--- config.mk ---
export PLATFORM = sky130hd
export DESIGN_NAME = pipe_stage_reg
export DESIGN_NICKNAME = d
export VERILOG_FILES = /design/src/rtl/pipe_pkg.sv /design/src/rtl/pipe_slot.sv /design/src/rtl/pipe_stage_reg.sv
export SDC_FILE = /design/constraint.sdc
export NUM_CORES = 1
export LEC_CHECK = 0
export ABC_CLOCK_PERIOD_IN_PS = 5400
export CAP_MARGIN = 20
export CORE_MARGIN = 2
export CORE_UTILIZATION = 25
export CTS_CLUSTER_DIAMETER = 40
export CTS_CLUSTER_SIZE = 14
export DETAILED_ROUTE_END_ITERATION = 8
export PLACE_DENSITY = 0.48
export RECOVER_POWER = 50
export SYNTH_ARGS = -nofsm -noshare
export SYNTH_HDL_FRONTEND = slang
export SYNTH_SLANG_ARGS = --single-unit
--- constraint.sdc ---
create_clock -name clk -period 5.4 [get_ports clk]
set_clock_uncertainty 0.05 [all_clocks]
set_input_delay 1.08 -clock clk [delete_from_list [all_inputs] [get_ports clk]]
set_output_delay 1.08 -clock clk [all_outputs]
set_load 0.02 [all_outputs]
--- src/rtl/pipe_pkg.sv ---
// Shared definitions for the MIPS inter-stage pipeline registers: exception
// codes, flush vector and the payload field layout every stage packs/unpacks.
package pipe_pkg;

  localparam int EXC_W = 5;

  localparam logic [EXC_W-1:0] EXC_INT     = 5'd0;
  localparam logic [EXC_W-1:0] EXC_ADEL    = 5'd4;
  localparam logic [EXC_W-1:0] EXC_ADES    = 5'd5;
  localparam logic [EXC_W-1:0] EXC_SYSCALL = 5'd8;
  localparam logic [EXC_W-1:0] EXC_RI      = 5'd10;
  localparam logic [EXC_W-1:0] EXC_OV      = 5'd12;

  localparam logic [31:0] FLUSH_PC_DEFAULT = 32'h0000_0000;

  // Payload layout: {ctrl, rt_val, rs_val, imm16, instr}
  localparam int PL_INSTR_LSB = 0;
  localparam int PL_INSTR_W   = 32;
  localparam int PL_IMM_LSB   = 32;
  localparam int PL_IMM_W     = 16;
  localparam int PL_RS_LSB    = 48;
  localparam int PL_RS_W      = 32;
  localparam int PL_RT_LSB    = 80;
  localparam int PL_RT_W      = 32;
  localparam int PL_CTRL_LSB  = 112;
  localparam int PL_CTRL_W    = 16;
  localparam int PL_W         = 128;

  function automatic logic [PL_W-1:0] pack_payload(
    input logic [PL_CTRL_W-1:0]  ctrl,
    input logic [PL_RT_W-1:0]    rt_val,
    input logic [PL_RS_W-1:0]    rs_val,
    input logic [PL_IMM_W-1:0]   imm,
    input logic [PL_INSTR_W-1:0] instr
  );
    return {ctrl, rt_val, rs_val, imm, instr};
  endfunction

endpackage

--- src/rtl/pipe_slot.sv ---
// One pipeline register entry {valid, data, pc, bd, exc, exccode} with
// synchronous reset, clear (pc loads clear_pc), load and hold.
module pipe_slot
  import pipe_pkg::*;
#(
  parameter int DATA_W = 128,
  parameter int PC_W   = 32
) (
  input  logic              clk,
  input  logic              reset,
  input  logic              clear,
  input  logic              load,
  input  logic [PC_W-1:0]   clear_pc,
  input  logic              d_valid,
  input  logic [DATA_W-1:0] d_data,
  input  logic [PC_W-1:0]   d_pc,
  input  logic              d_bd,
  input  logic              d_exc,
  input  logic [EXC_W-1:0]  d_exccode,
  output logic              q_valid,
  output logic [DATA_W-1:0] q_data,
  output logic [PC_W-1:0]   q_pc,
  output logic              q_bd,
  output logic              q_exc,
  output logic [EXC_W-1:0]  q_exccode
);

  // Entry state: reset > clear > load > hold.
  always_ff @(posedge clk) begin
    if (reset) begin
      q_valid   <= 1'b0;
      q_data    <= {DATA_W{1'b0}};
      q_pc      <= {PC_W{1'b0}};
      q_bd      <= 1'b0;
      q_exc     <= 1'b0;
      q_exccode <= {EXC_W{1'b0}};
    end else if (clear) begin
      q_valid   <= 1'b0;
      q_data    <= {DATA_W{1'b0}};
      q_pc      <= clear_pc;
      q_bd      <= 1'b0;
      q_exc     <= 1'b0;
      q_exccode <= {EXC_W{1'b0}};
    end else if (load) begin
      q_valid   <= d_valid;
      q_data    <= d_data;
      q_pc      <= d_pc;
      q_bd      <= d_bd;
      q_exc     <= d_exc;
      q_exccode <= d_exccode;
    end else begin
      q_valid   <= q_valid;
      q_data    <= q_data;
      q_pc      <= q_pc;
      q_bd      <= q_bd;
      q_exc     <= q_exc;
      q_exccode <= q_exccode;
    end
  end

endmodule

--- src/rtl/pipe_stage_reg.sv ---
// Inter-stage pipeline register with valid/ready, optional skid entry,
// EPC-preserving bubbles, exception flush and a saturating bubble counter.
module pipe_stage_reg
  import pipe_pkg::*;
#(
  parameter int              DATA_W   = 128,
  parameter int              PC_W     = 32,
  parameter int              SKID     = 1,
  parameter logic [PC_W-1:0] FLUSH_PC = PC_W'(FLUSH_PC_DEFAULT),
  parameter int              CNT_W    = 16
) (
  input  logic              clk,
  input  logic              reset,
  input  logic              in_valid,
  output logic              in_ready,
  input  logic [DATA_W-1:0] in_data,
  input  logic [PC_W-1:0]   in_pc,
  input  logic              in_bd,
  input  logic              in_exc,
  input  logic [EXC_W-1:0]  in_exccode,
  input  logic              bubble,
  input  logic              exc_flush,
  output logic              out_valid,
  input  logic              out_ready,
  output logic [DATA_W-1:0] out_data,
  output logic [PC_W-1:0]   out_pc,
  output logic              out_bd,
  output logic              out_exc,
  output logic [EXC_W-1:0]  out_exccode,
  output logic [CNT_W-1:0]  bubble_cnt
);

  logic              adv_s;
  logic              xfer_s;
  logic              bubble_take_s;
  logic              main_load_s;
  logic              main_d_valid_s;
  logic [DATA_W-1:0] main_d_data_s;
  logic [PC_W-1:0]   main_d_pc_s;
  logic              main_d_bd_s;
  logic              main_d_exc_s;
  logic [EXC_W-1:0]  main_d_exccode_s;
  logic              skid_load_s;
  logic              skid_clear_s;

  logic              skid_valid_r;
  logic [DATA_W-1:0] skid_data_r;
  logic [PC_W-1:0]   skid_pc_r;
  logic              skid_bd_r;
  logic              skid_exc_r;
  logic [EXC_W-1:0]  skid_exccode_r;

  // Handshake decode; with a skid the ready depends only on stage state.
  always_comb begin
    adv_s = !out_valid || out_ready;
    if (SKID != 32'sd0) begin
      in_ready = !skid_valid_r && !bubble;
    end else begin
      in_ready = adv_s && !bubble;
    end
    xfer_s        = in_valid && in_ready;
    bubble_take_s = bubble && !skid_valid_r && adv_s && !exc_flush;
  end

  // Next main-entry value: bubble keeps PC/BD so EPC is right on the bubble.
  always_comb begin
    main_load_s      = 1'b0;
    main_d_valid_s   = 1'b0;
    main_d_data_s    = out_data;
    main_d_pc_s      = out_pc;
    main_d_bd_s      = out_bd;
    main_d_exc_s     = out_exc;
    main_d_exccode_s = out_exccode;
    if (bubble_take_s) begin
      main_load_s      = 1'b1;
      main_d_data_s    = {DATA_W{1'b0}};
      main_d_pc_s      = in_pc;
      main_d_bd_s      = in_bd;
      main_d_exc_s     = 1'b0;
      main_d_exccode_s = {EXC_W{1'b0}};
    end else if (adv_s) begin
      main_load_s = 1'b1;
      if (skid_valid_r) begin
        main_d_valid_s   = 1'b1;
        main_d_data_s    = skid_data_r;
        main_d_pc_s      = skid_pc_r;
        main_d_bd_s      = skid_bd_r;
        main_d_exc_s     = skid_exc_r;
        main_d_exccode_s = skid_exccode_r;
      end else if (xfer_s) begin
        main_d_valid_s   = 1'b1;
        main_d_data_s    = in_data;
        main_d_pc_s      = in_pc;
        main_d_bd_s      = in_bd;
        main_d_exc_s     = in_exc;
        main_d_exccode_s = in_exccode;
      end else begin
        main_d_valid_s = 1'b0;
      end
    end else begin
      main_load_s = 1'b0;
    end
  end

  // Skid captures only when the main entry is stalled; it empties as main drains it.
  always_comb begin
    skid_clear_s = exc_flush || (adv_s && skid_valid_r);
    skid_load_s  = (SKID != 32'sd0) && !adv_s && xfer_s;
  end

  pipe_slot #(
    .DATA_W (DATA_W),
    .PC_W   (PC_W)
  ) u_main (
    .clk       (clk),
    .reset     (reset),
    .clear     (exc_flush),
    .load      (main_load_s),
    .clear_pc  (FLUSH_PC),
    .d_valid   (main_d_valid_s),
    .d_data    (main_d_data_s),
    .d_pc      (main_d_pc_s),
    .d_bd      (main_d_bd_s),
    .d_exc     (main_d_exc_s),
    .d_exccode (main_d_exccode_s),
    .q_valid   (out_valid),
    .q_data    (out_data),
    .q_pc      (out_pc),
    .q_bd      (out_bd),
    .q_exc     (out_exc),
    .q_exccode (out_exccode)
  );

  pipe_slot #(
    .DATA_W (DATA_W),
    .PC_W   (PC_W)
  ) u_skid (
    .clk       (clk),
    .reset     (reset),
    .clear     (skid_clear_s),
    .load      (skid_load_s),
    .clear_pc  ({PC_W{1'b0}}),
    .d_valid   (1'b1),
    .d_data    (in_data),
    .d_pc      (in_pc),
    .d_bd      (in_bd),
    .d_exc     (in_exc),
    .d_exccode (in_exccode),
    .q_valid   (skid_valid_r),
    .q_data    (skid_data_r),
    .q_pc      (skid_pc_r),
    .q_bd      (skid_bd_r),
    .q_exc     (skid_exc_r),
    .q_exccode (skid_exccode_r)
  );

  // Saturating count of bubbles actually loaded into the main entry.
  always_ff @(posedge clk) begin
    if (reset) begin
      bubble_cnt <= {CNT_W{1'b0}};
    end else if (bubble_take_s && (bubble_cnt != {CNT_W{1'b1}})) begin
      bubble_cnt <= bubble_cnt + {{(CNT_W-1){1'b0}}, 1'b1};
    end else begin
      bubble_cnt <= bubble_cnt;
    end
  end

endmodule

Figure 1. Met3 routing (run 1).
Drawn at 1 px/um.
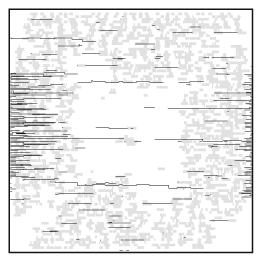
share of all routed wire = 8.0%
nets with wire on the layer = 209
wire length on this layer = 3770 um
met3 GRT Util: 0.0610
Post-Route WL: 47400 um
vias: 12600

Figure 2. Congestion heat map (run 1).
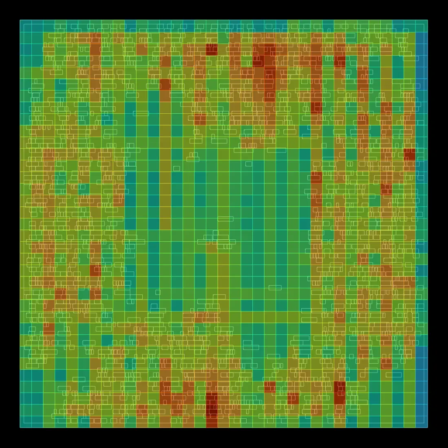
final core occ: 0.372
met1 usage: 0.202

==> results.json, run 1 <==
{
  "worstReg2RegStart": "u_skid.q_valid",
  "xor_share": 0,
  "num-nets-final": 2081,
  "drive_gt1_frac": 0.151,
  "crit_family": "buffers and inverters",
  "r2r_end": "u_skid.q_data[69]",
  "power.total_uw": 7860,
  "initial_core_util": 0.252,
  "edf_count": 0,
  "die_height_um": 242,
  "die-area_sq_um": 58500,
  "ios": 358,
  "clk_pin_slew_ns": 0.05,
  "p_seq_frac": 0.339,
  "first_global_vias": 12100,
  "ctsHtreeMaxLevel": 3,
  "p_leak_uw": 0.00748,
  "num-fill-cells": 5635,
  "endpoint": "u_main.q_data[52]",
  "ys_cells": 1589,
  "outcome": "complete, but fails checks",
  "clock.latency.late_pin_ns": 0.57,
  "io_buffers": 357,
  "drc": 0,
  "antenna_found_initial": 7,
  "violations": "capacitance limit, slew limit",
  "power.switching_uw": 1780,
  "yosys.stat.seqShare": 0.498,
  "worstMarginPinSlew_ns": 2.41,
  "comb-power_uw": 537,
  "max_stage_delay_ns": 1.60,
  "overflow": 0,
  "simple_gate_share": 0.159,
  "cts-root-buf": "clkbuf_16",
  "p_int_uw": 6080,
  "cts_tree": "yes",
  "crit_type": "in2reg",
  "fmax_mhz": 234,
  "required_ns": 5.71,
  "pg_clk_uw": 4660,
  "firstDrtPassIters": 5,
  "finalSetupTns_ns": 0,
  "mux_area_frac": 0.136,
  "synth_cell_types": 45,
  "maxPowerGroup": "clock",
  "topCellsByArea": "dfxtp_1 (50%), mux2_2 (11%), nand2_1 (9.0%), a22oi_1 (7.1%), a21oi_1 (6.2%)",
  "std_cell_rows": 87,
  "r2r_setup_slack_ns": 2.08,
  "syn2layout_area_growth_pct": 47.9,
  "critical_path_buf_inv_count": 3,
  "crit_chain": "clkdlybuf4s50_1, clkbuf_1, or2_2, clkbuf_4, nor2_1",
  "core_sq_um": 56200,
  "grt_pass1_wl_um": 73100,
  "syn_nets": 1763,
  "slew_headroom": -0.608,
  "critPathMaxFanout": 169,
  "timing.final.hold_violations": 0,
  "yosysWarningCount": 0,
  "grt_use_met2": 0.242,
  "clock_sinks": 352,
  "worstSetupStartpointType": "input port",
  "p_comb_frac": 0.068,
  "hold_class": "reg2reg",
  "ys_async_sr_fraction": 0,
  "netlist_area_sq_um": 14100,
  "cp_slowest_cell": "clkbuf_4",
  "final_antenna_net_count": 0,
  "avgSynthCellArea_sq_um": 8.90,
  "yosys_most_used_dff": "dfxtp_1",
  "yosys.area.top_type": "dfxtp_1",
  "ir_drop_uv": 317,
  "cts_max_path_buffers": 3,
  "arrival_ns": 4.59,
  "top_usage_layer": "met2",
  "die_w_um": 242,
  "p_clk_frac": 0.593,
  "cts_hold_buf": 0,
  "drv_cap": 2,
  "numCtsBuffers": 76,
  "end_kind": "flip-flop",
  "synthAdderAreaFrac": 0.000885,
  "top_logic_kind": "AND-OR/OR-AND gates",
  "crit_cells": 5,
  "grt_setup_unrepaired": "no",
  "grt_max_degree": 170,
  "ys_ff": 352,
  "initialDrtViolationCount": 540,
  "layout_min_cycle_time_ns": 4.28,
  "gp_congestion": 0.752,
  "netlist.area_leader.share": 0.498,
  "p_sw_frac": 0.226,
  "syn_inst": 1589,
  "aoi_share": 0.163,
  "power-per-cell-area_nw_per_um2": 376,
  "post_cts_buffers": 0,
  "dpl.hpwl_um": 28000,
  "finalMaxSlewViolations": 338,
  "rr_worst_depth": 5,
  "yosysChipArea_sq_um": 14100,
  "routed_via_density": 4.62,
  "ctsResizeCount": 0,
  "finalSetupViolations": 0,
  "period_used_share": 0.793,
  "warnings": 32,
  "critPathLaunch": "reset"
}
Figure 3. Sequential cells coloured by netlist name (run 1).
Drawn at 1 px/um.
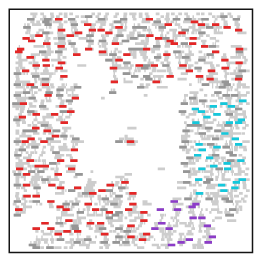
purple -> `bubble_cnt`  # flops 16, where lower right
cyan -> `u_main.q_pc`  # flops 32, where middle right
red -> `u_skid.q_data`  # flops 128, where all over the die
not coloured = 176
reported sequential group power: 2660 uW
Flop area: 7050 sq um

Figure 4. Routed metal, one colour a layer (run 1).
Drawn at 1 px/um.
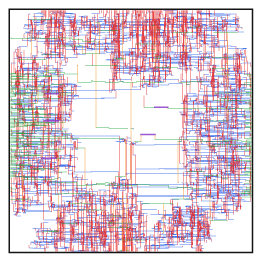
red -> M2  # wire length 21.4 mm
orange -> M4  # wire length 1060 um
blue -> M1  # wire length 21.1 mm
green -> M3  # wire length 3770 um
purple -> M5  # wire length 67.2 um
overall routing resource usage: 0.157
drt wl/cell: 17.4 um

run 1: final cells by class:
cell class              count  area (sq um)  area share
multi-input cells        1099          6540       0.313
clock buffers              99          2120       0.101
repair buffers            376          3790       0.181
flip-flops and latches    352          7050       0.337
well taps                 756           946      0.0452
clock inverters            36           457      0.0218
diodes                      1          2.50    0.000120
inverters                   2          7.51    0.000359
run 1: metrics by stage:
stage	area [sq um]	hold slack (ns)	utilization	std cells	setup slack [ns]
after floorplan	14100	0.383	-	1589	2.81
after global placement	18400	0.388	0.327	2585	1.79
after detailed placement	18400	0.393	0.327	2585	1.77
after CTS	21000	0.399	0.373	2720	1.76
after global routing	20900	0.414	0.372	2721	0.853
final	20900	0.397	0.372	2721	1.12
run 1: Yosys cell counts (2+ instances only):
cell type / number
inv_1: 2
nor3_1: 4
nand4_1: 3
mux2i_1: 34
a22oi_1: 134
buf_4: 4
buf_2: 45
and4_1: 3
nand3_2: 2
o31ai_1: 2
a211oi_1: 38
o41ai_1: 2
or2_2: 2
a21oi_1: 175
mux2_2: 140
a31oi_1: 2
buf_1: 11
nor4_1: 3
or4_1: 2
nand2_1: 340
dfxtp_1: 352
a41oi_1: 2
nor2_1: 176
a311oi_1: 2
nor2b_1: 8
and3_1: 3
clkbuf_1: 75
nand2b_1: 4
nand3_1: 3
run 1: cells in the final DEF (no fill, tap or decap), types with 6 or more instances in the layout:
| cell | instances |
|---|---|
| clkdlybuf4s50_1 | 189 |
| clkbuf_8 | 9 |
| clkbuf_16 | 78 |
| buf_12 | 6 |
| buf_4 | 10 |
| bufinv_16 | 9 |
| nor2_1 | 176 |
| clkbuf_1 | 13 |
| a211oi_1 | 38 |
| mux2_2 | 140 |
| nand2_1 | 340 |
| dfxtp_1 | 351 |
| mux2i_1 | 34 |
| a21oi_1 | 174 |
| clkinv_2 | 14 |
| nor2b_1 | 8 |
| dlygate4sd3_1 | 168 |
| a22oi_1 | 134 |
run 1: sequential cells by signal, indices dropped and copies added, names as in the netlist:
register,count
u_skid.q_data,128
u_main.q_pc,32
u_main.q_exc,1
u_main.q_data,128
u_skid.q_exc,1
u_skid.q_pc,32
u_skid.q_exccode,5
u_skid.q_bd,1
bubble_cnt,16
u_main.q_bd,1
u_main.q_valid,1
u_main.q_exccode,5
u_skid.q_valid,1
run 1: worst min-delay path by stage:
stage	from	to	slack [ns]	cells past startpoint
floorplan	u_skid.q_data[0]	u_skid.q_data[0]	0.38	2
global placement	u_skid.q_data[6]	u_skid.q_data[6]	0.39	2
detailed placement	u_skid.q_data[39]	u_skid.q_data[39]	0.39	2
CTS	u_skid.q_data[70]	u_skid.q_data[70]	0.40	2
global route	u_skid.q_pc[29]	u_skid.q_pc[29]	0.41	2
finish	u_skid.q_data[111]	u_skid.q_data[111]	0.40	2
run 1: worst register-to-register path: stages, from the launching register on:
cell and delay, ns:
dfxtp_4 0.51, nor2_1 0.34, and3_2 0.23, clkbuf_4 1.54
nand2_1 0.39, a21oi_1 0.19
run 1: layer usage:
layer / share of wire / vias up / wire length [um]
li1: - / 6160 / -
met1: 0.45 / 5960 / 21100
met2: 0.45 / 350 / 21400
met3: 0.080 / 81 / 3770
met4: 0.022 / 10 / 1060
met5: 0.0014 / - / 67
Figure 5. Clock network drawn from the DEF (run 1).
Drawn at 1.5 px/um.
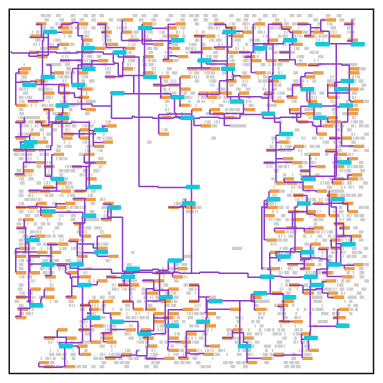

==> inputs of run 2 (changes only) <==
- ABC_CLOCK_PERIOD_IN_PS: 5400 -> 4500
- clock period: 5.4 -> 4.5 ns (I/O delays scaled with it)
Figure 6. Clock network drawn from the DEF (run 2).
Drawn at 1.5 px/um.
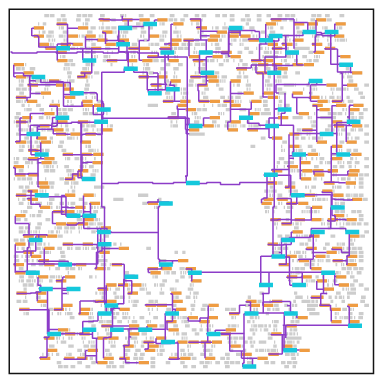
purple -> clock wires  # length 5940 um
cyan -> clock-net drivers  # count 75
orange -> flip-flops  # count 352
routed clock nets = 76
clock share of power: 0.584
Clock group: 5400 uW
Skew-Pair Late Insertion Delay: 0.59 ns

==> run 2 against run 1 <==
  * Setup slack lost 0.27 ns
  * Clock power rose by 16%
  * Utilization up 0.082 points
  * First-iteration DRC count is 6.1% lower
  * Die size unchanged
  * Global-route usage up 0.079 points
  * The run still ends with capacitance limit, slew limit left
  * Critical path depth is the same
==> results.json, run 2 <==
{
  "antenna_found_initial": 7,
  "yosys.area.top_type": "dfxtp_1",
  "dpl.hpwl_um": 28900,
  "warnings": 32,
  "numCtsBuffers": 75,
  "avgSynthCellArea_sq_um": 8.90,
  "io_buffers": 357,
  "firstDrtPassIters": 5,
  "syn_nets": 1763,
  "yosys_most_used_dff": "dfxtp_1",
  "grt_max_degree": 170,
  "synth_cell_types": 45,
  "num-nets-final": 2091,
  "die_w_um": 242,
  "power-per-cell-area_nw_per_um2": 441,
  "worstSetupStartpointType": "input port",
  "violations": "capacitance limit, slew limit",
  "p_sw_frac": 0.241,
  "netlist_area_sq_um": 14100,
  "fin_util": 0.373,
  "final_antenna_net_count": 0,
  "critPathMaxFanout": 169,
  "initialDrtViolationCount": 507,
  "ys_async_sr_fraction": 0,
  "drc": 0,
  "clock_sinks": 352,
  "ctsResizeCount": 0,
  "fmax_mhz": 274,
  "lay_top_cells": "dfxtp_1 (351), nand2_1 (340), clkdlybuf4s50_1 (213)",
  "end_kind": "flip-flop",
  "grt_pass1_wl_um": 73200,
  "finalSetupTns_ns": 0,
  "ys_cells": 1589,
  "top_cells_by_count": "dfxtp_1 (352), nand2_1 (340), nor2_1 (176)",
  "hold_class": "reg2reg",
  "p_leak_uw": 0.00739,
  "post_drt_wl_per_cell_um": 17.4,
  "finalSetupViolations": 0,
  "worstMarginPinSlew_ns": 2.41,
  "yosys.stat.seqShare": 0.498,
  "reg.largest.list": "u_main.q_data: 128 flops, u_skid.q_data: 128 flops",
  "min_path_cells": 2,
  "die-area_sq_um": 58500,
  "finalMaxSlewViolations": 170,
  "grt_setup_unrepaired": "no",
  "yosysChipArea_sq_um": 14100,
  "slew_headroom": -0.607,
  "power.total_uw": 9240,
  "ctsHtreeMaxLevel": 3,
  "gp_congestion": 0.746,
  "grt_usage": 0.158,
  "core_sq_um": 56200,
  "netlist.area_leader.share": 0.498,
  "edf_count": 0,
  "crit_type": "in2reg",
  "ir_drop_uv": 259,
  "cts-root-buf": "clkbuf_16",
  "cts_hold_buf": 0,
  "outcome": "complete, but fails checks",
  "topCellsByArea": "dfxtp_1 (50%), mux2_2 (11%), nand2_1 (9.0%), a22oi_1 (7.1%), a21oi_1 (6.2%)",
  "routed_via_density": 4.60,
  "p_seq_frac": 0.346,
  "num-fill-cells": 5750,
  "period_used_share": 0.811,
  "syn_inst": 1589,
  "initial_core_util": 0.252,
  "p_comb_frac": 0.070,
  "die_height_um": 242,
  "cts_tree": "yes",
  "vias": 12600,
  "clk_pin_slew_ns": 0.04,
  "overflow": 0,
  "layout_min_cycle_time_ns": 3.65,
  "drive_gt1_frac": 0.155,
  "syn2layout_area_growth_pct": 48.2,
  "power.switching_uw": 2220,
  "top_cell": "dfxtp_1",
  "timing.final.hold_violations": 0,
  "ios": 358,
  "arrival_ns": 3.96,
  "lay_top_count": "dfxtp_1",
  "cts_max_path_buffers": 3,
  "std_cell_rows": 87,
  "rr_worst_depth": 5,
  "ys_ff": 352,
  "drv_cap": 1,
  "required_ns": 4.81,
  "post_cts_buffers": 0,
  "first_global_vias": 12400,
  "p_int_uw": 7020,
  "yosysWarningCount": 0
}
Figure 7. Met3 routing (run 2).
Drawn at 1 px/um.
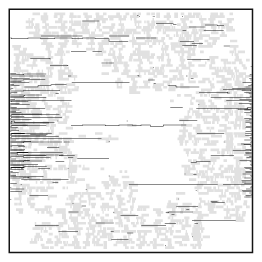
longest straight run = 90.9 um
wire length on this layer = 3620 um
share of all routed wire = 7.6%
met3 GRT Util: 0.0564
Post-Route WL: 47500 um

[run 2: netlist changes by cell type in the layout (fill, tap and decap cells not counted), sizes merged]
cell and change:
buf +6, bufinv -4, clkbuf -4, clkdlybuf4s50 +24, clkinv +2, clkinvlp +5, diode +3, dlygate4sd3 -24
inv +7
[run 2: worst paths after layout]
| kind | startpoint | endpoint | slack, ns |
|---|---|---|---|
| max reg2reg | u_skid.q_valid | u_skid.q_data[80] | 2.02 |
| max | reset | u_main.q_data[10] | 0.85 |
| min | u_skid.q_pc[19] | u_skid.q_pc[19] | 0.40 |
| min reg2reg | u_skid.q_pc[19] | u_skid.q_pc[19] | 0.40 |
[run 2: through the flow]
step | instance area (sq um) | hold slack, ns | instances | worst slack [ns]
after floorplan | 14100 | 0.383 | 1589 | 2.09
after global placement | 18500 | 0.388 | 2596 | 1.23
after detailed placement | 18500 | 0.396 | 2596 | 1.24
after CTS | 21000 | 0.402 | 2732 | 1.25
after global routing | 20900 | 0.415 | 2734 | 0.704
final | 21000 | 0.400 | 2736 | 0.851
[run 2: per-layer routing]
metal	routed length, um	vias to the layer above	GRT usage
met5	41	-	0
met4	978	6	0.0590
met3	3620	71	0.0564
met2	21600	326	0.244
met1	21200	5978	0.201
li1	-	6212	-
[run 2: cell families (layout without fill, tap and decap cells)]
kind of cell | after synthesis | after routing | synth area share
adder cells (fa/ha/maj) | 1 | 1 | 0.000885
multiplexers | 175 | 175 | 0.136
other | 0 | 4 | 0
AND/OR/NAND/NOR | 560 | 560 | 0.159
AND-OR/OR-AND | 363 | 363 | 0.163
buffers and inverters | 138 | 525 | 0.0422
flip-flops | 352 | 352 | 0.498
[run 2: worst max-delay path: stages]
cell and delay [ns]:
dlygate4sd3_1 0.52, buf_4 0.26, or2_0 0.20, clkbuf_4 1.73, nor2_1 0.18
[run 2: power groups by stage]
stage               clock network [uW]  registers (uW)  logic (uW)
finish                            5400            3190         650
global route                      5710            3190         704
CTS                               5560            3190         676
detailed placement                   0            3250         672
global placement                     0            3250         668
floorplan                            0            3300         260
[run 2: area by class of cell]
cell class,instances,area [sq um],area share
sequential,352,7050,0.336
clock inverter,46,467,0.0223
multi-input combinational,1099,6540,0.312
inverter,2,7.51,0.000358
timing repair buffer,387,3900,0.186
antenna,4,10.0,0.000478
tap,756,946,0.0451
clock buffer,90,2040,0.0972
Figure 8. Sequential cells coloured by netlist name (run 2).
Drawn at 1 px/um.
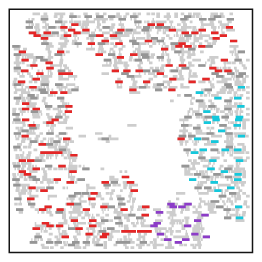

==> inputs of run 3 (changes only) <==
- ABC_CLOCK_PERIOD_IN_PS: 4500 -> 3230
- PLACE_DENSITY: 0.48 -> 0.5
- clock period: 4.5 -> 3.23 ns (I/O delays scaled with it)
Figure 9. Sequential cells coloured by netlist name (run 3).
Drawn at 1 px/um.
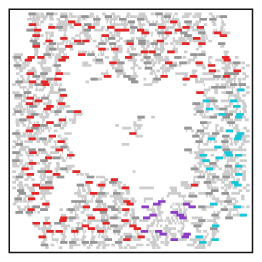
cyan -> `u_main.q_pc`  # flops 32
purple -> `bubble_cnt`  # flops 16
red -> `u_skid.q_data`  # flops 128, where all over the die
not coloured = 176
final core occ: 0.373
Seq area share: 0.337
reported sequential group power: 4450 uW

Figure 10. Clock network drawn from the DEF (run 3).
Drawn at 1.5 px/um.
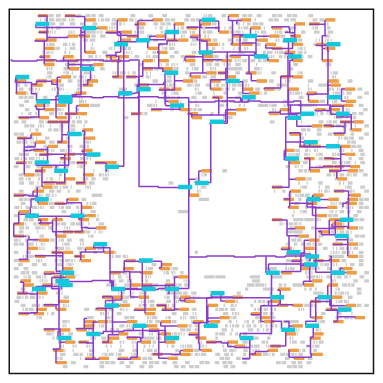
purple -> clock wires  # length 5750 um
orange -> flip-flops  # count 352
cyan -> clock-net drivers  # count 71
flops lie = all over the die
clock share of power: 0.580
Clock group: 7440 uW

==> run 3 against run 2 <==
  * The run still ends with capacitance limit, slew limit left
  * Clock-buffer cell count fell by 6
  * Non-clock buffer count fell by 2
  * Sequential cell count did not move
  * Design area barely moved
  * Global-route usage fell by 0.21 points
  * Utilization barely moved
  * Sequential share of layout area barely moved
  * Critical path type unchanged
  * Highest routed layer unchanged
==> results.json, run 3 <==
{
  "drv_cap": 1,
  "crit_type": "in2reg",
  "period_used_share": 0.909,
  "required_ns": 3.55,
  "gp_congestion": 0.769,
  "num-nets-final": 2085,
  "p_sw_frac": 0.241,
  "clock_sinks": 352,
  "timing.final.hold_violations": 0,
  "dpl.hpwl_um": 28600,
  "fmax_mhz": 341,
  "vias": 12600,
  "cts_hold_buf": 0,
  "ys_async_sr_fraction": 0,
  "netlist.area_leader.share": 0.498,
  "cts-root-buf": "clkbuf_16",
  "cts_tree": "yes",
  "dpl.cell_count": 2594,
  "top_cell": "dfxtp_1",
  "routed_via_density": 4.61,
  "drive_gt1_frac": 0.153,
  "core_sq_um": 56200,
  "p_leak_uw": 0.00693,
  "edf_count": 0,
  "yosys.area.top_type": "dfxtp_1",
  "clk_pin_slew_ns": 0.05,
  "finalMaxSlewViolations": 170,
  "yosys_most_used_dff": "dfxtp_1",
  "top_cells_by_count": "dfxtp_1 (352), nand2_1 (340), nor2_1 (176)",
  "synth_cell_types": 45,
  "netlist_area_sq_um": 14100,
  "worstHoldStart": "u_skid.q_data[68]",
  "instances_no_fill": 2726,
  "final_antenna_net_count": 0,
  "ctsResizeCount": 0,
  "layout_min_cycle_time_ns": 2.94,
  "end_kind": "flip-flop",
  "cts_max_path_buffers": 3,
  "yosysChipArea_sq_um": 14100,
  "postLayoutCellArea_sq_um": 20900,
  "finalSetupViolations": 0,
  "post_drt_wl_per_cell_um": 17.2,
  "slew_headroom": -0.474,
  "drc": 0,
  "ctsHtreeMaxLevel": 3,
  "worstSetupStartpointType": "input port",
  "setup_ws_ns": 0.294,
  "power.switching_uw": 3090,
  "hold_class": "reg2reg",
  "min_path_cells": 2,
  "outcome": "complete, but fails checks",
  "power-per-cell-area_nw_per_um2": 612,
  "worstReg2RegStart": "u_main.q_valid",
  "min_to": "u_skid.q_data[68]",
  "violations": "capacitance limit, slew limit",
  "die-area_sq_um": 58500,
  "syn_nets": 1763,
  "numCtsBuffers": 71,
  "first_global_vias": 12300,
  "overflow": 0,
  "syn_inst": 1589,
  "grt_setup_unrepaired": "no",
  "post_cts_buffers": 0,
  "yosysWarningCount": 0,
  "arrival_ns": 3.25,
  "p_comb_frac": 0.072,
  "ir_drop_uv": 400,
  "p_seq_frac": 0.347,
  "num-fill-cells": 5650,
  "rr_worst_depth": 5,
  "clock.latency.late_pin_ns": 0.59,
  "ios": 358,
  "antenna_found_initial": 6,
  "std_cell_rows": 87,
  "reg.largest.list": "u_main.q_data: 128 flops, u_skid.q_data: 128 flops",
  "placed_area_sq_um": 18600,
  "drt-total-wl_um": 46800,
  "io_buffers": 357,
  "topCellsByArea": "dfxtp_1 (50%), mux2_2 (11%), nand2_1 (9.0%), a22oi_1 (7.1%), a21oi_1 (6.2%)",
  "grt_max_degree": 170,
  "ys_cells": 1589,
  "worstMarginPinSlew_ns": 2.21,
  "die_w_um": 242,
  "ys_ff": 352,
  "lay_top_cells": "dfxtp_1 (351), clkdlybuf4s50_1 (351), nand2_1 (340)",
  "critPathMaxFanout": 169,
  "r2r_end": "u_skid.q_data[15]",
  "p_int_uw": 9720,
  "grt_usage": 0.156,
  "grt_pass1_wl_um": 72800,
  "syn2layout_area_growth_pct": 48.1,
  "finalSetupTns_ns": 0,
  "initialDrtViolationCount": 476,
  "place_ws_ns": 0.335,
  "r2r_setup_slack_ns": 0.70,
  "firstDrtPassIters": 5,
  "initial_core_util": 0.252,
  "yosys.stat.seqShare": 0.498,
  "warnings": 29,
  "avgSynthCellArea_sq_um": 8.90,
  "die_height_um": 242
}
## run 3: cell count changes in the layout (fill, tap and decap cells not counted), moves of 3 or more
cell             change
clkinv_4             -3
clkinv_2             -4
clkbuf_1             -7
clkdlybuf4s50_1    +138
clkbuf_16            -5
buf_12               +6
dlygate4sd3_1      -138
buf_4                -3
## run 3: worst max-delay path: stages
cell and delay, ns:
dlygate4sd3_1 0.60, or2_4 0.16, buf_4 1.56, nor2_1 0.16
## run 3: power by group through the flow
stage,sequential [uW],combinational (uW),clock [uW]
2_1_floorplan,4600,362,0
3_3_place_gp,4530,938,0
3_5_place_dp,4540,941,0
4_1_cts,4450,946,7630
5_1_grt,4450,1000,7840
6_report,4450,928,7440
## run 3: worst max-delay path by stage
stage,cells after the start,start,to,slack [ns]
after floorplan,6,exc_flush,bubble_cnt[3],1.08
after global placement,3,bubble,in_ready,0.34
after detailed placement,3,bubble,in_ready,0.34
after CTS,3,bubble,in_ready,0.33
after global routing,4,exc_flush,u_main.q_data[83],0.16
final,4,exc_flush,u_main.q_data[83],0.29
## run 3: cells by family (layout without fill, tap and decap cells)
family                     after synthesis  after routing  synth area share
DFF                                    352            352             0.498
other                                    0              2                 0
muxes                                  175            175             0.136
and+or+nand+nor                        560            560             0.159
AOI/OAI and AO/OA                      363            363             0.163
buffers and inverters                  138            517            0.0422
adders and majority gates                1              1          0.000885
## run 3: cell type report
class                   count  area [sq um]  area share
clock buffers              84          1910      0.0910
multi-input cells        1099          6510       0.311
repair buffers            385          3980       0.190
well taps                 756           946      0.0452
clock inverters            46           541      0.0258
inverters                   2          7.51    0.000358
diodes                      2          5.00    0.000239
flip-flops and latches    352          7050       0.337
## run 3: stage by stage
stage | hold slack, ns | power (uW)
floorplan | 0.383 | 4960
detailed placement | 0.393 | 5480
finish | 0.399 | 12800
global route | 0.415 | 13300
CTS | 0.400 | 13000
global placement | 0.388 | 5470
## run 3: per-layer routing
metal	up-vias	global-route usage	wire length, um
met1	5933	0.198	21100
li1	6183	-	-
met2	357	0.243	20900
met4	8	0.0588	1400
met5	-	0	55
met3	90	0.0543	3290
Power and IR drop assume default switching activity.
